--- config.mk ---
export PLATFORM = sky130hd
export DESIGN_NAME = lsu_mem_port_flat
export DESIGN_NICKNAME = d
export VERILOG_FILES = /design/src/rtl/lsu_pkg.sv /design/src/rtl/lsu_mem_port_if.sv /design/src/rtl/lsu_req_fifo.sv /design/src/rtl/lsu_mem_port.sv /design/src/flat_wrapper.sv
export SDC_FILE = /design/constraint.sdc
export NUM_CORES = 1
export LEC_CHECK = 0
export CAP_MARGIN = 20
export CORE_MARGIN = 1
export CORE_UTILIZATION = 25
export DETAILED_ROUTE_END_ITERATION = 8
export GPL_ROUTABILITY_DRIVEN = 0
export PLACE_DENSITY = 0.54
export SLEW_MARGIN = 20
export SYNTH_ARGS = -nofsm -noshare
export SYNTH_HDL_FRONTEND = slang
export SYNTH_HIERARCHICAL = 1
export SYNTH_SLANG_ARGS = --single-unit
--- constraint.sdc ---
create_clock -name clk -period 5.8 [get_ports clk]
set_input_delay 0.87 -clock clk [delete_from_list [all_inputs] [get_ports clk]]
set_output_delay 0.87 -clock clk [all_outputs]
set_load 0.005 [all_outputs]
--- src/rtl/lsu_pkg.sv ---
// Shared types and constants for the load/store memory port.
// FSM state encoding, queued request layout and default sizing.
package lsu_pkg;

  localparam int LSU_ADDR_W = 32;
  localparam int LSU_DATA_W = 32;
  localparam int LSU_DEPTH  = 1024;
  localparam int LSU_QDEPTH = 2;

  typedef enum logic [1:0] {
    IDLE   = 2'd0,
    ACCESS = 2'd1,
    RESP   = 2'd2
  } lsu_state_e;

  typedef struct packed {
    logic                  we;
    logic [LSU_ADDR_W-1:0] addr;
    logic [LSU_DATA_W-1:0] wdata;
  } lsu_req_t;

endpackage

--- src/rtl/lsu_mem_port_if.sv ---
// Request/response channel between a load/store master and lsu_mem_port.
// master drives requests and consumes responses; slave is the LSU side.
interface lsu_mem_port_if #(
  parameter int ADDR_W = 32,
  parameter int DATA_W = 32
);
  logic              req_valid;
  logic              req_ready;
  logic              req_we;
  logic [ADDR_W-1:0] req_addr;
  logic [DATA_W-1:0] req_wdata;
  logic              rsp_valid;
  logic              rsp_ready;
  logic [DATA_W-1:0] rsp_rdata;
  logic              rsp_err;

  modport master (
    output req_valid, req_we, req_addr, req_wdata, rsp_ready,
    input  req_ready, rsp_valid, rsp_rdata, rsp_err
  );

  modport slave (
    input  req_valid, req_we, req_addr, req_wdata, rsp_ready,
    output req_ready, rsp_valid, rsp_rdata, rsp_err
  );
endinterface

--- src/rtl/lsu_req_fifo.sv ---
// Synchronous FIFO with full/empty flags; pop data is the combinational head.
// Push ignored when full, pop ignored when empty; push+pop together keeps count.
module lsu_req_fifo #(
  parameter int W     = 8,
  parameter int DEPTH = 2
) (
  input  logic         clk,
  input  logic         rst_n,
  input  logic         push,
  input  logic [W-1:0] push_dat,
  input  logic         pop,
  output logic [W-1:0] pop_dat,
  output logic         full,
  output logic         empty
);

  // DEPTH is a power of two, so pointers wrap naturally.
  localparam int AW = (DEPTH > 1) ? $clog2(DEPTH) : 1;

  logic [W-1:0]  store [DEPTH];
  logic [AW-1:0] wr_ptr;
  logic [AW-1:0] rd_ptr;
  logic [AW:0]   count;
  logic          do_push;
  logic          do_pop;

  assign full    = (count == (AW+1)'(DEPTH));
  assign empty   = (count == '0);
  assign do_push = push && !full;
  assign do_pop  = pop && !empty;
  assign pop_dat = store[rd_ptr];

  always_ff @(posedge clk or negedge rst_n) begin
    if (!rst_n) begin
      wr_ptr <= '0;
      rd_ptr <= '0;
      count  <= '0;
    end else begin
      if (do_push) wr_ptr <= wr_ptr + 1'b1;
      if (do_pop)  rd_ptr <= rd_ptr + 1'b1;
      case ({do_push, do_pop})
        2'b10:   count <= count + 1'b1;
        2'b01:   count <= count - 1'b1;
        default: count <= count;
      endcase
    end
  end

  always_ff @(posedge clk) begin
    if (do_push) store[wr_ptr] <= push_dat;
  end

endmodule

--- src/rtl/lsu_mem_port.sv ---
// Load/store initiator: queued requests become one-cycle strobed memory accesses.
// Latency 2 edges accept->rsp_valid; rsp_ready low stalls in RESP; LSU_BYTE_ADDR_EN selects byte addressing.
module lsu_mem_port
  import lsu_pkg::*;
#(
  parameter int ADDR_W = LSU_ADDR_W,
  parameter int DATA_W = LSU_DATA_W,
  parameter int DEPTH  = LSU_DEPTH,
  parameter int QDEPTH = LSU_QDEPTH
) (
  input  logic              clk,
  input  logic              rst_n,
  lsu_mem_port_if.slave     bus,
  output logic [ADDR_W-1:0] mem_address,
  output logic [DATA_W-1:0] mem_data,
  output logic              mem_write_en,
  output logic              mem_read_en,
  input  logic [DATA_W-1:0] mem_read
);

  lsu_state_e                      state;
  lsu_req_t                        push_dat;
  lsu_req_t                        head;
  logic [$bits(lsu_req_t)-1:0]     head_bits;
  logic                            full;
  logic                            empty;
  logic                            issue;
  logic [ADDR_W-1:0]               head_word;
  logic                            head_misal;
  logic                            head_err;
  logic                            acc_err;
  logic                            rsp_valid_q;
  logic [DATA_W-1:0]               rsp_rdata_q;
  logic                            rsp_err_q;

  assign bus.req_ready = !full;
  assign bus.rsp_valid = rsp_valid_q;
  assign bus.rsp_rdata = rsp_rdata_q;
  assign bus.rsp_err   = rsp_err_q;

  assign push_dat.we    = bus.req_we;
  assign push_dat.addr  = LSU_ADDR_W'(bus.req_addr);
  assign push_dat.wdata = LSU_DATA_W'(bus.req_wdata);

  lsu_req_fifo #(
    .W     ($bits(lsu_req_t)),
    .DEPTH (QDEPTH)
  ) u_req_fifo (
    .clk      (clk),
    .rst_n    (rst_n),
    .push     (bus.req_valid && bus.req_ready),
    .push_dat (push_dat),
    .pop      (issue),
    .pop_dat  (head_bits),
    .full     (full),
    .empty    (empty)
  );

  assign head = lsu_req_t'(head_bits);

`ifdef LSU_BYTE_ADDR_EN
  assign head_word  = {2'b00, head.addr[ADDR_W-1:2]};
  assign head_misal = |head.addr[1:0];
`else
  assign head_word  = head.addr;
  assign head_misal = 1'b0;
`endif

  assign head_err = head_misal || (head_word >= ADDR_W'(DEPTH));

  // A new access starts from IDLE, or straight out of RESP on the handshake.
  assign issue = !empty && ((state == IDLE) || (state == RESP && bus.rsp_ready));

  always_ff @(posedge clk or negedge rst_n) begin
    if (!rst_n) begin
      state        <= IDLE;
      mem_address  <= '0;
      mem_data     <= '0;
      mem_write_en <= 1'b0;
      mem_read_en  <= 1'b0;
      acc_err      <= 1'b0;
      rsp_valid_q  <= 1'b0;
      rsp_rdata_q  <= '0;
      rsp_err_q    <= 1'b0;
    end else begin
      case (state)
        IDLE: begin
          if (!empty) state <= ACCESS;
        end
        ACCESS: begin
          mem_write_en <= 1'b0;
          mem_read_en  <= 1'b0;
          rsp_valid_q  <= 1'b1;
          rsp_rdata_q  <= mem_read_en ? mem_read : '0;
          rsp_err_q    <= acc_err;
          state        <= RESP;
        end
        RESP: begin
          if (bus.rsp_ready) begin
            rsp_valid_q <= 1'b0;
            rsp_rdata_q <= '0;
            rsp_err_q   <= 1'b0;
            state       <= empty ? IDLE : ACCESS;
          end
        end
        default: state <= IDLE;
      endcase

      // Bad addresses still take the ACCESS cycle, just without strobes.
      if (issue) begin
        mem_address  <= head_word;
        mem_data     <= head.wdata;
        mem_write_en <= head.we && !head_err;
        mem_read_en  <= !head.we && !head_err;
        acc_err      <= head_err;
      end
    end
  end

endmodule
--- src/flat_wrapper.sv ---
// flat-port wrapper written by rule: the top's interface ports become plain ports
module lsu_mem_port_flat import lsu_pkg::*;
#(
  parameter int ADDR_W = LSU_ADDR_W,
  parameter int DATA_W = LSU_DATA_W,
  parameter int DEPTH  = LSU_DEPTH,
  parameter int QDEPTH = LSU_QDEPTH
)
  (clk, rst_n, mem_address, mem_data, mem_write_en, mem_read_en, mem_read, bus_req_valid, bus_req_we, bus_req_addr, bus_req_wdata, bus_rsp_ready, bus_req_ready, bus_rsp_valid, bus_rsp_rdata, bus_rsp_err);
  lsu_mem_port_if #(.ADDR_W(ADDR_W), .DATA_W(DATA_W)) bus_i ();
  input  logic clk;
  input  logic rst_n;
  output logic [ADDR_W-1:0] mem_address;
  output logic [DATA_W-1:0] mem_data;
  output logic mem_write_en;
  output logic mem_read_en;
  input  logic [DATA_W-1:0] mem_read;
  input wire logic [$bits(bus_i.req_valid)-1:0] bus_req_valid;
  input wire logic [$bits(bus_i.req_we)-1:0] bus_req_we;
  input wire logic [$bits(bus_i.req_addr)-1:0] bus_req_addr;
  input wire logic [$bits(bus_i.req_wdata)-1:0] bus_req_wdata;
  input wire logic [$bits(bus_i.rsp_ready)-1:0] bus_rsp_ready;
  output wire logic [$bits(bus_i.req_ready)-1:0] bus_req_ready;
  output wire logic [$bits(bus_i.rsp_valid)-1:0] bus_rsp_valid;
  output wire logic [$bits(bus_i.rsp_rdata)-1:0] bus_rsp_rdata;
  output wire logic [$bits(bus_i.rsp_err)-1:0] bus_rsp_err;
  assign bus_i.req_valid = bus_req_valid;
  assign bus_i.req_we = bus_req_we;
  assign bus_i.req_addr = bus_req_addr;
  assign bus_i.req_wdata = bus_req_wdata;
  assign bus_i.rsp_ready = bus_rsp_ready;
  assign bus_req_ready = bus_i.req_ready;
  assign bus_rsp_valid = bus_i.rsp_valid;
  assign bus_rsp_rdata = bus_i.rsp_rdata;
  assign bus_rsp_err = bus_i.rsp_err;
  lsu_mem_port #(.ADDR_W(ADDR_W), .DATA_W(DATA_W), .DEPTH(DEPTH), .QDEPTH(QDEPTH)) u_core (.clk(clk), .rst_n(rst_n), .bus(bus_i), .mem_address(mem_address), .mem_data(mem_data), .mem_write_en(mem_write_en), .mem_read_en(mem_read_en), .mem_read(mem_read));
endmodule
==> results.txt, run 1 <==
The implementation run finished. Remaining global-route overflow landed at 0. Global-route wire length before repair landed at approximately 30000 µm. Synthesis produced a netlist with a net count of 571.

After layout, the worst path uses about 55% of the clock period. Area growth from synthesis to final layout landed at 38.48%. Required time reported for the critical path endpoint landed at roughly 6.3 ns.

Total vias in the final route landed at between 4000 and 5000. Final net count landed at 785. Total power divided by cell area landed at between 500 and 600 nW/µm². Worst endpoint data arrival time landed at between 3 and 4 ns. Setup repair after global routing left no endpoint under its margin.

Chip area from the yosys synthesis statistics landed at between 8000 and 9000 µm². Via count of the first global-routing pass landed at 5074. By area, the class that comes first in the final layout consists of sequential cells. Post-cts hold-fix buffer tally landed at 0.

In this run the deepest clock path goes through 3 buffers. The flow ran to the end, and the final reports show no timing, DRC or antenna violations. The repair_antennas step left the layout with diodes totalling 2.

According to the timing report, the critical path is captured at u_core/u_req_fifo/count[1]. Stage-log warning count landed at 26. In this run the vertical extent of the chip is 191.2 µm. Summing all flip-flop and latch instances after layout gives about 6600 µm². Floorplan utilization landed at between 20% and 30%. In this run the full chip footprint comes out at around 37000 µm². After detailed routing, the total wire length is 19750 µm. In this build the clock could be raised as far as 312.2 MHz.

The synthesized design contains 130 enable-type register cells. Clock input transition at the sequential cells of the worst setup and hold paths landed at around 0.06 ns. TritonCTS built the clock tree. Site row count landed at between 60 and 70. Final hold violation count landed at 0. Area of the core region landed at 34880 µm². In this run, CTS created clock tree buffers numbering 28. Clock latency on the worst-skew pair, taken at its later pin, is 0.55 ns. Largest net degree at the start of global routing landed at approximately 66.
## run 1: critical path, stage by stage
cell and delay, ns:
clkdlybuf4s50_1 0.54, nor2b_4 0.07, or3_4 0.57, inv_2 0.69, nor2b_1 0.31, ha_1 0.30, nor2_1 0.15, xor2_1 0.15
## run 1: flip-flops by register name, indices dropped and copies added (netlist names)
signal and count:
u_core/u_req_fifo/store 130, u_core/bus.rsp_rdata 32, u_core/mem_address 32, u_core/mem_data 32
u_core/state 2, u_core/u_req_fifo/count 2, u_core/acc_err 1, u_core/bus.rsp_err 1
u_core/bus.rsp_valid 1, u_core/mem_read_en 1, u_core/mem_write_en 1, u_core/u_req_fifo/rd_ptr 1
u_core/u_req_fifo/wr_ptr 1
## run 1: routing by layer
layer | vias up | GRT usage, % | routed length, µm
met1 | 2414 | 14.05 | 9070
met2 | 168 | 16.44 | 8718
met3 | 42 | 2.992 | 1412
li1 | 2220 | - | -
met4 | 4 | 2.991 | 518
met5 | - | 0 | 27
## run 1: through the flow
step	util (%)	setup slack, ns	instances
floorplan	-	1.477	469
global placement	32.69	2.035	1108
detailed placement	32.69	1.983	1108
CTS	35.52	2.564	1160
global route	35.52	2.401	1160
finish	35.54	2.597	1162
## run 1: cell families (layout without fill, tap and decap cells)
family	after synthesis	in the layout	share of synthesized area [%]
DFF	237	237	73.52
other	0	2	0
muxes	129	129	17.90
buffers and inverters	31	267	2.418
AOI/OAI and AO/OA	44	44	4.081
and+or+nand+nor	22	22	1.453
adders and majority gates	1	1	0.1397
xor gates and xnor gates	5	5	0.4893
## run 1: report_power, final
group | internal, W | leakage, nW | switching [W] | total, W
Combinational | 0.00118 | 1.72 | 0.000807 | 0.00198
Clock | 0.00116 | 0.480 | 0.000683 | 0.00185
Sequential | 0.00232 | 2.52 | 0.000250 | 0.00257
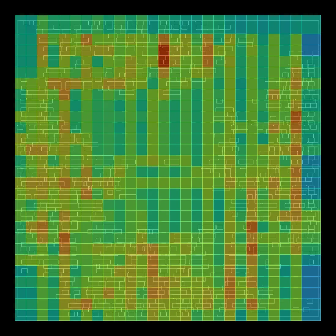
Run 1: routing congestion map
met1 track utilization from global routing: 14.05%
final core occ: 35.54%
met3 GRT Util: 2.992%
GR peak layer: met2
wire length per cell: 16.99 µm

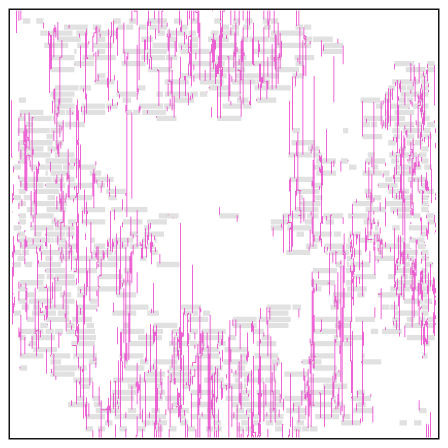
Run 1: the metal 2 layer
wire length on this layer: 8720 µm
longest straight run: 65.3 µm
main direction: vertical
share of all routed wire: 44%

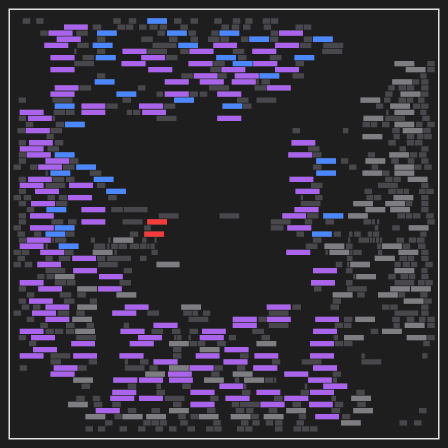
Run 1: sequential cells grouped by signal name
Other sequential cells in the stronger gray, the rest of the logic in the fainter gray.
[u_core/u_req_fifo/count] red | sequential cells: 2
[u_core/mem_data] blue | sequential cells: 32
[u_core/u_req_fifo/store] purple | sequential cells: 130 | where: all over the die
not colored: 73

Run 1, met1 routing:
Supply wires on this layer in gray.
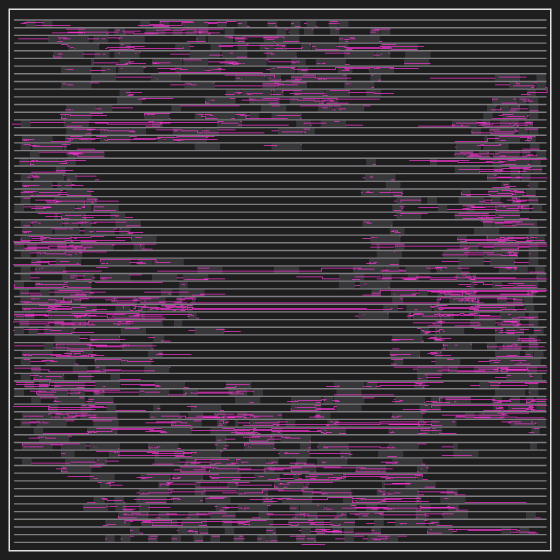

--- run 2 (diff from run 1) ---
Clock period 5.8 ns to 3.2 ns, I/O delays scaled along.
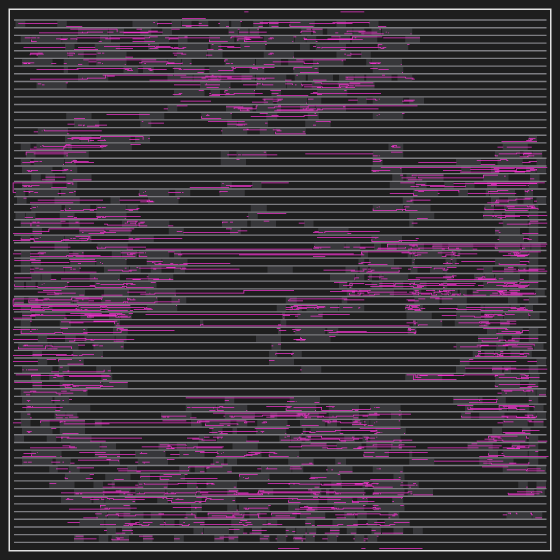
Run 2: met1 routing
Supply wires on this layer in gray.
wire length on this layer: 8700 µm
nets with wire on the layer: 687
main direction: horizontal
longest straight run: 73.1 µm

==> run 2 against run 1 <==
Effect of this change:
- non-clock buffer count up 7
- power up 77%
- synthesized area did not move
- synthesized cell count stayed put
- sequential cell count unchanged
- count of clock-buffer cells in the layout shrank 7
- worst hold slack improved by 0.032 ns
- die size unchanged
- combinational power is 84% higher
- critical endpoint is now bus_req_ready
- register-to-register slack worse by 1.9 ns
- clock power grew 64%
- final cell count rose by 0.43%
- largest power group unchanged
==> results.txt, run 2 <==
The implementation run finished. The final net count was 792 (+0.89%). Total wire length after detailed routing landed at 19740 µm (about the same). Y dimension of the die landed at 191.2 µm (unchanged). The flow ran to the end, and the final reports show no timing, DRC or antenna violations.

Area of the core region landed at 34880 µm² (unchanged). Post-synth tally of flip-flops with integrated enable landed at 130 (unchanged). The clock input transition at the sequential cells of the worst setup and hold paths is 0.06 ns (about the same).

Counting stages on the worst path, the most repeated cell is inv_1. Post-cts hold-fix buffer tally landed at 1 (+1). The worst setup slack before clock tree synthesis was 0.6882 ns (-1.295 ns). The area growth from synthesis to final layout came to 38.37% (about the same). TritonCTS built the clock tree.

The number of CTS-inserted buffers is 28 (unchanged). The flip-flop count of the largest register, all copies and words added came to 130 (unchanged). The remaining global-route overflow is 0 (unchanged). Chip area from the yosys synthesis statistics landed at 8952 µm² (unchanged).

Total vias in the final route landed at 4804 (-0.91%). The critical path's largest stage delay came to 0.57 ns (-0.12 ns). The final hold violation count is 0 (unchanged).

Post-synthesis share of cell area spent on xor and xnor gates landed at 0.4892% (unchanged). The portion of netlist area occupied by mux cells came to 17.90% (unchanged). Site row count landed at 68 (unchanged).
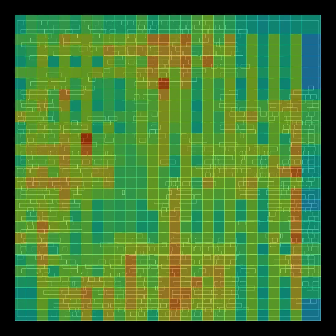
Run 2: routing congestion map
met1 track utilization from global routing: 13.69%
final core occ: 35.51%
Overall Global Routing Usage: 10.63%
met3 GRT Util: 2.937%
wire length per cell: 16.92 µm

## run 2: cell types whose count changed in the layout (fill, tap and decap cells not counted), moves of 3 or more
cell / delta
clkbuf_1: -6
clkinv_1: +5
buf_12: +3
buf_4: +3
bufinv_16: -3
clkinv_2: +3
## run 2: path summary, 6_finish.rpt
kind	startpoint	endpoint	slack, ns	cells after the start
hold reg to reg	u_core/mem_address[8]	u_core/mem_address[8]	0.50	1
max in group asynchronous	rst_n	u_core/bus.rsp_rdata[4]	1.91	3
setup reg to reg	u_core/u_req_fifo/rd_ptr	u_core/mem_read_en	0.93	4
min in group clk	u_core/mem_address[8]	u_core/mem_address[8]	0.50	1
hold / removal	rst_n	u_core/mem_address[8]	0.50	2
setup / recovery	u_core/u_req_fifo/count[0]	bus_req_ready	0.90	4
## run 2: power by group
part,switching (W),leakage [nW],internal [W]
Clock,0.00124,0.441,0.00178
Combinational,0.00145,1.76,0.00219
Sequential,0.000472,2.52,0.00419
Total,0.00317,4.72,0.00816
## run 2: final cells by class
cell class | instances | area (µm²)
clock buffers | 37 | 774.5
clock inverters | 15 | 116.4
fillers | 3384 | 22500
inverters | 9 | 33.78
multi-input cells | 201 | 2168
flip-flops and latches | 237 | 6585
well taps | 455 | 569.3
repair buffers | 213 | 2140
## run 2: per-layer routing
metal,routed length (µm),GRT usage (%),vias to the layer above,part of all wire (%)
li1,-,-,2226,-
met4,378,2.839,0,1.9
met2,9249,17.46,152,47
met5,0,0,-,0
met3,1410,2.937,31,7.1
met1,8704,13.69,2395,44
No activity file was given, so power comes from the tool's default toggle rates.
